`config.mk`:
```
export PLATFORM = sky130hd
export DESIGN_NAME = cache_mem_arbiter
export DESIGN_NICKNAME = d
export VERILOG_FILES = /design/src/rtl/cache_arb_pkg.sv /design/src/rtl/rr_arb2.sv /design/src/rtl/cache_mem_arbiter.sv
export SDC_FILE = /design/constraint.sdc
export NUM_CORES = 1
export LEC_CHECK = 0
export CAP_MARGIN = 10
export CORE_AREA = 3 3 104 106
export DETAILED_ROUTE_END_ITERATION = 7
export DIE_AREA = 0 0 107 109
export PLACE_DENSITY_LB_ADDON = 0.12
export SLEW_MARGIN = 20
export SYNTH_ARGS = -nofsm -noshare
export SYNTH_HDL_FRONTEND = slang
export SYNTH_SLANG_ARGS = --single-unit
```
`constraint.sdc`:
```
create_clock -name clk -period 1.9 [get_ports clk]
set_input_delay 0.38 -clock clk [delete_from_list [all_inputs] [get_ports clk]]
set_output_delay 0.38 -clock clk [all_outputs]
set_load 0.005 [all_outputs]
```
`src/rtl/cache_arb_pkg.sv`:
```
// rtl/cache_arb_pkg.sv - shared types and constants for the cache memory arbiter
// Holds the arbiter FSM state encoding, the requester identifiers and the
// default line length in beats that the cache controllers are also built around.
package cache_arb_pkg;

    // Words per cache line; one memory burst moves exactly one line.
    localparam int CACHE_BURST_LEN = 8;

    typedef enum logic [1:0] {
        IDLE = 2'd0,
        ADDR = 2'd1,
        DATA = 2'd2
    } arb_state_t;

    // The numeric value doubles as the bit index into the {dc, ic} request vector.
    typedef enum logic {
        REQ_IC = 1'b0,
        REQ_DC = 1'b1
    } req_id_t;

endpackage

```
`src/rtl/rr_arb2.sv`:
```
// rtl/rr_arb2.sv - two-way round-robin requester picker
// Ports:
//   req   in  [1:0]    request vector, bit 0 = icache, bit 1 = dcache
//   last  in  req_id_t requester that owned the previous completed burst
//   grant out req_id_t requester to serve next (only meaningful when |req)
module rr_arb2
    import cache_arb_pkg::*;
(
    input  logic [1:0] req,
    input  req_id_t    last,
    output req_id_t    grant
);

    always_comb begin
        grant = REQ_IC;
        if (req == 2'b11) begin
            // Contention: hand the port to whoever did not have it last time.
            if (last == REQ_IC) begin
                grant = REQ_DC;
            end else begin
                grant = REQ_IC;
            end
        end else if (req[1]) begin
            grant = REQ_DC;
        end
    end

endmodule

```
`src/rtl/cache_mem_arbiter.sv`:
```
// rtl/cache_mem_arbiter.sv - shares one burst memory port between icache and dcache
// Ports:
//   clk, resetn                     clock, asynchronous active-low reset
//   ic_req/ic_addr                  icache line-fill request and line base address
//   ic_addr_ok/ic_data_ok/ic_rdata  icache address accept, read beat strobe, read beat
//   dc_req/dc_wr/dc_addr/dc_wdata   dcache request, direction (1 = writeback), address, write beat
//   dc_addr_ok/dc_data_ok/dc_rdata  dcache address accept, beat strobe, read beat
//   mem_req/mem_wr/mem_addr         burst request, direction and base address to the bridge
//   mem_wdata/mem_wlast             write beat and final-beat marker to the bridge
//   mem_addr_ok/mem_data_ok/mem_rdata  bridge address accept, beat handshake, read beat
//   busy                            a burst is in progress
module cache_mem_arbiter
    import cache_arb_pkg::*;
#(
    parameter int BURST_LEN = CACHE_BURST_LEN,
    parameter int CNT_W     = $clog2(BURST_LEN) + 1
) (
    input  logic        clk,
    input  logic        resetn,
    input  logic        ic_req,
    input  logic [31:0] ic_addr,
    output logic        ic_addr_ok,
    output logic        ic_data_ok,
    output logic [31:0] ic_rdata,
    input  logic        dc_req,
    input  logic        dc_wr,
    input  logic [31:0] dc_addr,
    input  logic [31:0] dc_wdata,
    output logic        dc_addr_ok,
    output logic        dc_data_ok,
    output logic [31:0] dc_rdata,
    output logic        mem_req,
    output logic        mem_wr,
    output logic [31:0] mem_addr,
    output logic [31:0] mem_wdata,
    output logic        mem_wlast,
    input  logic        mem_addr_ok,
    input  logic        mem_data_ok,
    input  logic [31:0] mem_rdata,
    output logic        busy
);

    localparam logic [CNT_W-1:0] LAST_BEAT = CNT_W'(BURST_LEN - 1);

    arb_state_t        state_q, state_d;
    req_id_t           grant_q, grant_d;
    req_id_t           last_grant_q, last_grant_d;
    req_id_t           pick;
    logic              mem_req_q, mem_req_d;
    logic              mem_wr_q, mem_wr_d;
    logic [31:0]       mem_addr_q, mem_addr_d;
    logic [CNT_W-1:0]  cnt_q, cnt_d;

    logic addr_hs;
    logic data_hs;
    logic last_beat;

    rr_arb2 u_rr_arb2 (
        .req   ({dc_req, ic_req}),
        .last  (last_grant_q),
        .grant (pick)
    );

    // Handshakes only count in the phase they belong to; a beat strobe seen
    // while still waiting for address acceptance is dropped.
    assign addr_hs   = (state_q == ADDR) && mem_addr_ok;
    assign data_hs   = (state_q == DATA) && mem_data_ok;
    assign last_beat = (cnt_q == LAST_BEAT);

    always_comb begin
        state_d      = state_q;
        grant_d      = grant_q;
        last_grant_d = last_grant_q;
        mem_req_d    = mem_req_q;
        mem_wr_d     = mem_wr_q;
        mem_addr_d   = mem_addr_q;
        cnt_d        = cnt_q;

        unique case (state_q)
            IDLE: begin
                if (ic_req || dc_req) begin
                    grant_d   = pick;
                    mem_req_d = 1'b1;
                    if (pick == REQ_DC) begin
                        mem_addr_d = dc_addr;
                        mem_wr_d   = dc_wr;
                    end else begin
                        mem_addr_d = ic_addr;
                        mem_wr_d   = 1'b0;
                    end
                    state_d = ADDR;
                end
            end
            ADDR: begin
                if (mem_addr_ok) begin
                    mem_req_d = 1'b0;
                    cnt_d     = '0;
                    state_d   = DATA;
                end
            end
            DATA: begin
                if (mem_data_ok) begin
                    if (last_beat) begin
                        // The fairness pointer only moves once a burst is fully done.
                        last_grant_d = grant_q;
                        cnt_d        = '0;
                        state_d      = IDLE;
                    end else begin
                        cnt_d = cnt_q + CNT_W'(1);
                    end
                end
            end
            default: begin
                state_d   = IDLE;
                mem_req_d = 1'b0;
            end
        endcase
    end

    always_ff @(posedge clk or negedge resetn) begin
        if (!resetn) begin
            state_q      <= IDLE;
            grant_q      <= REQ_IC;
            last_grant_q <= REQ_IC;
            mem_req_q    <= 1'b0;
            mem_wr_q     <= 1'b0;
            mem_addr_q   <= '0;
            cnt_q        <= '0;
        end else begin
            state_q      <= state_d;
            grant_q      <= grant_d;
            last_grant_q <= last_grant_d;
            mem_req_q    <= mem_req_d;
            mem_wr_q     <= mem_wr_d;
            mem_addr_q   <= mem_addr_d;
            cnt_q        <= cnt_d;
        end
    end

    assign mem_req    = mem_req_q;
    assign mem_wr     = mem_wr_q;
    assign mem_addr   = mem_addr_q;
    assign mem_wdata  = dc_wdata;
    assign mem_wlast  = (state_q == DATA) && mem_wr_q && last_beat;

    assign ic_addr_ok = addr_hs && (grant_q == REQ_IC);
    assign dc_addr_ok = addr_hs && (grant_q == REQ_DC);
    assign ic_data_ok = data_hs && (grant_q == REQ_IC);
    assign dc_data_ok = data_hs && (grant_q == REQ_DC);

    // Read data fans out unconditionally; only the strobes say who owns it.
    assign ic_rdata   = mem_rdata;
    assign dc_rdata   = mem_rdata;

    assign busy       = (state_q != IDLE);

endmodule

```
==> run_results.csv, run 1 <==
group,metric,value,unit
final_layout,layout_top_cells,"101 x clkdlybuf4s50_1, 68 x nand2_1, 41 x dfrtp_1",
final_layout,final_cells,491,
floorplan,well_tap_count,133,
final_timing,fmax,549,MHz
place,port_buffers,110,
worst_setup_path,timing.rr.end,"mem_addr[27]",
worst_setup_path,critical_path_required,1520,ps
final_layout,design.seq.count,42,
power_and_ir_drop,leakagePower,1.53,nW
yosys,top_cell_area_share,0.352,
yosys,synth_nets,468,
route,wl_met2,4.20,mm
route,drtIter0Drc,64,
worst_setup_path,worstPathCellList,"buf_4 -> buf_4 -> nor2_4 -> inv_1 -> dlygate4sd2_1",
yosys,ys_area,2980,sq um
grt,grt_use_total,0.139,
power_and_ir_drop,p_seq_frac,0.322,
yosys,simple_gate_share,0.123,
worst_setup_path,critical_path.startpoint,"state_q[1]",
final_layout,signal_buffers,133,
power_and_ir_drop,p_comb_frac,0.540,
final_layout,top_area_cell_class,"non-clock buffers",
final_timing,setup_viol,0,
outcome,outcome,"completed",
place,dpl.hpwl,6.28,mm
route,drtPass1Iterations,4,
yosys,syn_area_per_cell,8.99,sq um
final_layout,clkbuf_count,8,
yosys,topCellsByArea,"dfrtp_1 35%, buf_4 24%, nand2_1 8.6%",
final_timing,fin_crit_sh,0.959,
place,place_ws,-187,ps
final_layout,area_share_nonclk_buffers,0.347,
worst_setup_path,crit_slowest_cell,"dfrtp_1",
route,drc,0,
yosys,largest_area_cell,"dfrtp_1",
worst_setup_path,slowest_delay,400,ps
final_timing,period_minus_slack,1820,ps
final_layout,n_fill_cell,1012,
yosys,ys_sh_xor,0,
grt,grt_pass1_vias,2298,
yosys,async_flop_share,1.00,
worst_setup_path,crit_buf_inv,4,
yosys,postSynthCellCount,332,
cts,cts_resized,11,
run,maxCapViolations,0,
yosys,ys_seq_frac,0.352,
power_and_ir_drop,powerComb,2.64,mW
yosys,ys.flops,42,
yosys,synth.logic.top_family,"buffers and inverters",
route,avgViaCountPerCell,4.62,
final_timing,rsz0062_at_grt,"false",
power_and_ir_drop,power_density,1300,nW/um^2
yosys,compound_area_frac,0.229,
power_and_ir_drop,worst_ir_drop_vdd,428,uV
final_layout,sh_comb_area,0.295,
floorplan,fp-utilization,0.303,
power_and_ir_drop,power.switching,1.72,mW
grt,grt_max_degree,34,
route,maxUsedRoutingLayer,"met4",
yosys,synth.yosys.num_cells,332,
floorplan,pin_count,271,
route,finalWirelength,8.44,mm
yosys,top_cell,"buf_4",
grt,gr-total-overflow,0,
route,wl_met1,3.49,mm
worst_setup_path,crit_top_cell,"buf_4",
worst_setup_path,crit_path_end_kind,"output pin",
final_layout,fin_area,3770,sq um
final_timing,holdWs,51.1,ps
final_timing,hold_viol,0,
place,place_congestion,0.769,
final_layout,combGateArea,1110,sq um
worst_setup_path,worstPathMaxFanout,4,
floorplan,core_area,9860,sq um
worst_setup_path,critPathKind,"reg -> out",
place,placed_cell_area,3610,sq um
power_and_ir_drop,seq_power,1.58,mW
final_layout,final_common_cell,"clkdlybuf4s50_1",
worst_setup_path,r2r-start,"last_grant_q",
floorplan,die_w,107,um
yosys,synth.cell_area,2980,sq um
final_layout,area_delta_synth_final,26.3,%
route,drtAntennaViolNets,0,
grt,grt_pass1_wl,12.7,mm
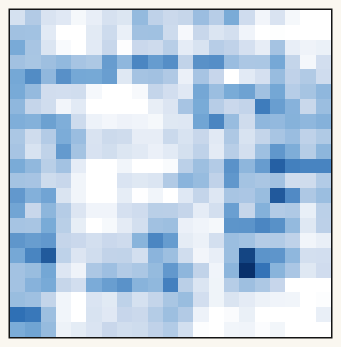
run_1/wire_density.png
Drawn at 3 px/um. 21 x 22 tiles, from white (low) to dark blue (high), scaled to the fullest tile. Values are wire area over tile area, all layers added.
densest ninth of the die: east
mean over tiles: 0.12
emptiest ninth of the die: centre
nearly empty tiles: 10%

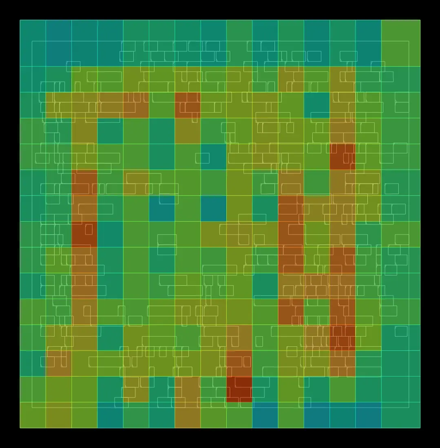
run_1/final_congestion.png
WL/cell: 17.2 um
met3 usage: 0.0480
met2 Track Usage GR: 0.242
met1 usage in global routing: 0.170

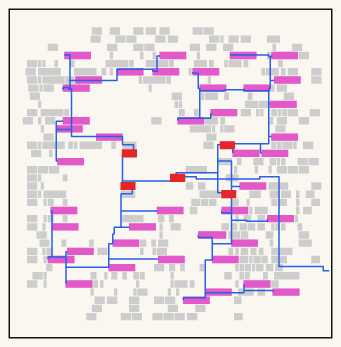
run_1/clock_map.png
Drawn at 3 px/um.
[magenta] flip-flops | count: 42
[blue] clock wires | length: 625 um
[red] cells driving clock nets | count: 5
flops lie: spread over the die
routed clock nets: 6
worst clock skew: 5.71 ps
clk latency late pin: 290 ps
clock power share: 0.138
Clock group: 0.676 mW

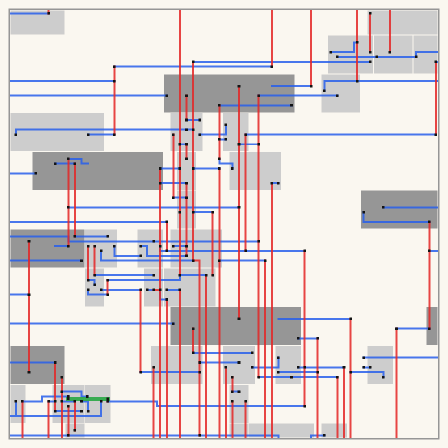
run_1/zoom.png
Window x 38 to 68, y 18 to 48 um. Cells in grey, sequential cells in the stronger grey; small squares are vias.
| colour | layer |
|---|---|
| blue | met1 |
| green | met3 |
| red | met2 |
netlist names of flops here include: `mem_addr` (4), `state_q` (1)
sequential cells in the window: 5
most frequent: nand2_1 (5), a21oi_1 (5)
cells with their middle in the window: 31

--- run 2 (diff from run 1) ---
Settings changed: CORE_AREA 3 3 104 106 to unset, CORE_MARGIN set to 5, CORE_UTILIZATION set to 32, DIE_AREA 0 0 107 109 to unset.
==> run 2 against run 1 <==
  * Synthesized cell count unchanged
  * Largest cell class unchanged
  * Critical path depth unchanged
  * Critical path type is now in -> out
  * Critical endpoint is now ic_addr_ok
  * Cell count shrank 4.7%
==> run_results.csv, run 2 <==
group,metric,value,unit
final_layout,combGateArea,1110,sq um
final_layout,clkbuf_count,7,
place,place_ws,-151,ps
worst_setup_path,r2r-start,"state_q[0]",
floorplan,die_w,107,um
worst_setup_path,worstPathCellList,"clkdlybuf4s50_1 -> nand3b_1 -> buf_4 -> nor2_1 -> clkdlybuf4s15_1",
route,drtAntennaViolNets,0,
final_timing,skew,13.8,ps
yosys,top_cell,"buf_4",
final_timing,hold_viol,0,
cts,clk_latency,300,ps
yosys,simple_gate_share,0.123,
place,port_buffers,110,
grt,met1_usage,0.179,
power_and_ir_drop,worst_ir_drop_vdd,472,uV
worst_setup_path,critPathKind,"in -> out",
grt,grt_use_total,0.148,
route,wl_met2,4.17,mm
worst_setup_path,crit_slowest_cell,"clkdlybuf4s50_1",
yosys,ys_sh_xor,0,
power_and_ir_drop,clockPowerShare,0.129,
power_and_ir_drop,power.switching,1.69,mW
floorplan,pin_count,271,
final_timing,period_minus_slack,1830,ps
grt,grt_pass1_vias,2352,
grt,met2_usage,0.248,
power_and_ir_drop,power_density,1270,nW/um^2
yosys,ys.flops,42,
yosys,largest_area_cell,"dfrtp_1",
route,drc,0,
final_timing,rsz0062_at_grt,"false",
yosys,syn_area_per_cell,8.99,sq um
route,drtIter0Drc,47,
power_and_ir_drop,p_comb_frac,0.535,
worst_setup_path,slowest_delay,490,ps
yosys,ys_seq_frac,0.352,
worst_setup_path,critical_path.startpoint,"mem_addr_ok",
place,dpl.hpwl,6.33,mm
outcome,outcome,"completed",
power_and_ir_drop,seq_power,1.58,mW
yosys,postSynthCellCount,332,
final_timing,setup_viol,0,
grt,grt_util_met3,0.0510,
final_layout,signal_buffers,133,
place,placed_cell_area,3570,sq um
yosys,synth.cell_area,2980,sq um
yosys,ys_area,2980,sq um
floorplan,core_area,9150,sq um
worst_setup_path,crit_path_end_kind,"output pin",
power_and_ir_drop,p_seq_frac,0.336,
route,finalWirelength,8.55,mm
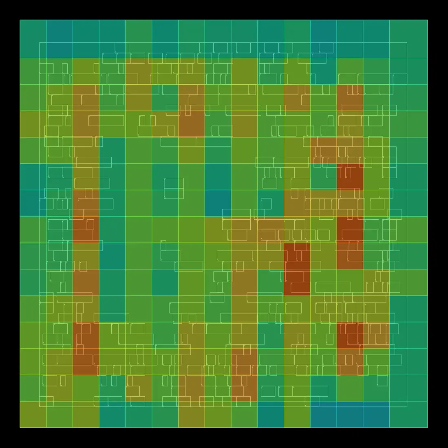
run_2/final_congestion.png
utilization after layout: 0.405
WL/cell: 18.3 um
most used routing layer: met2

No activity file was given, so power comes from the tool's default toggle rates.
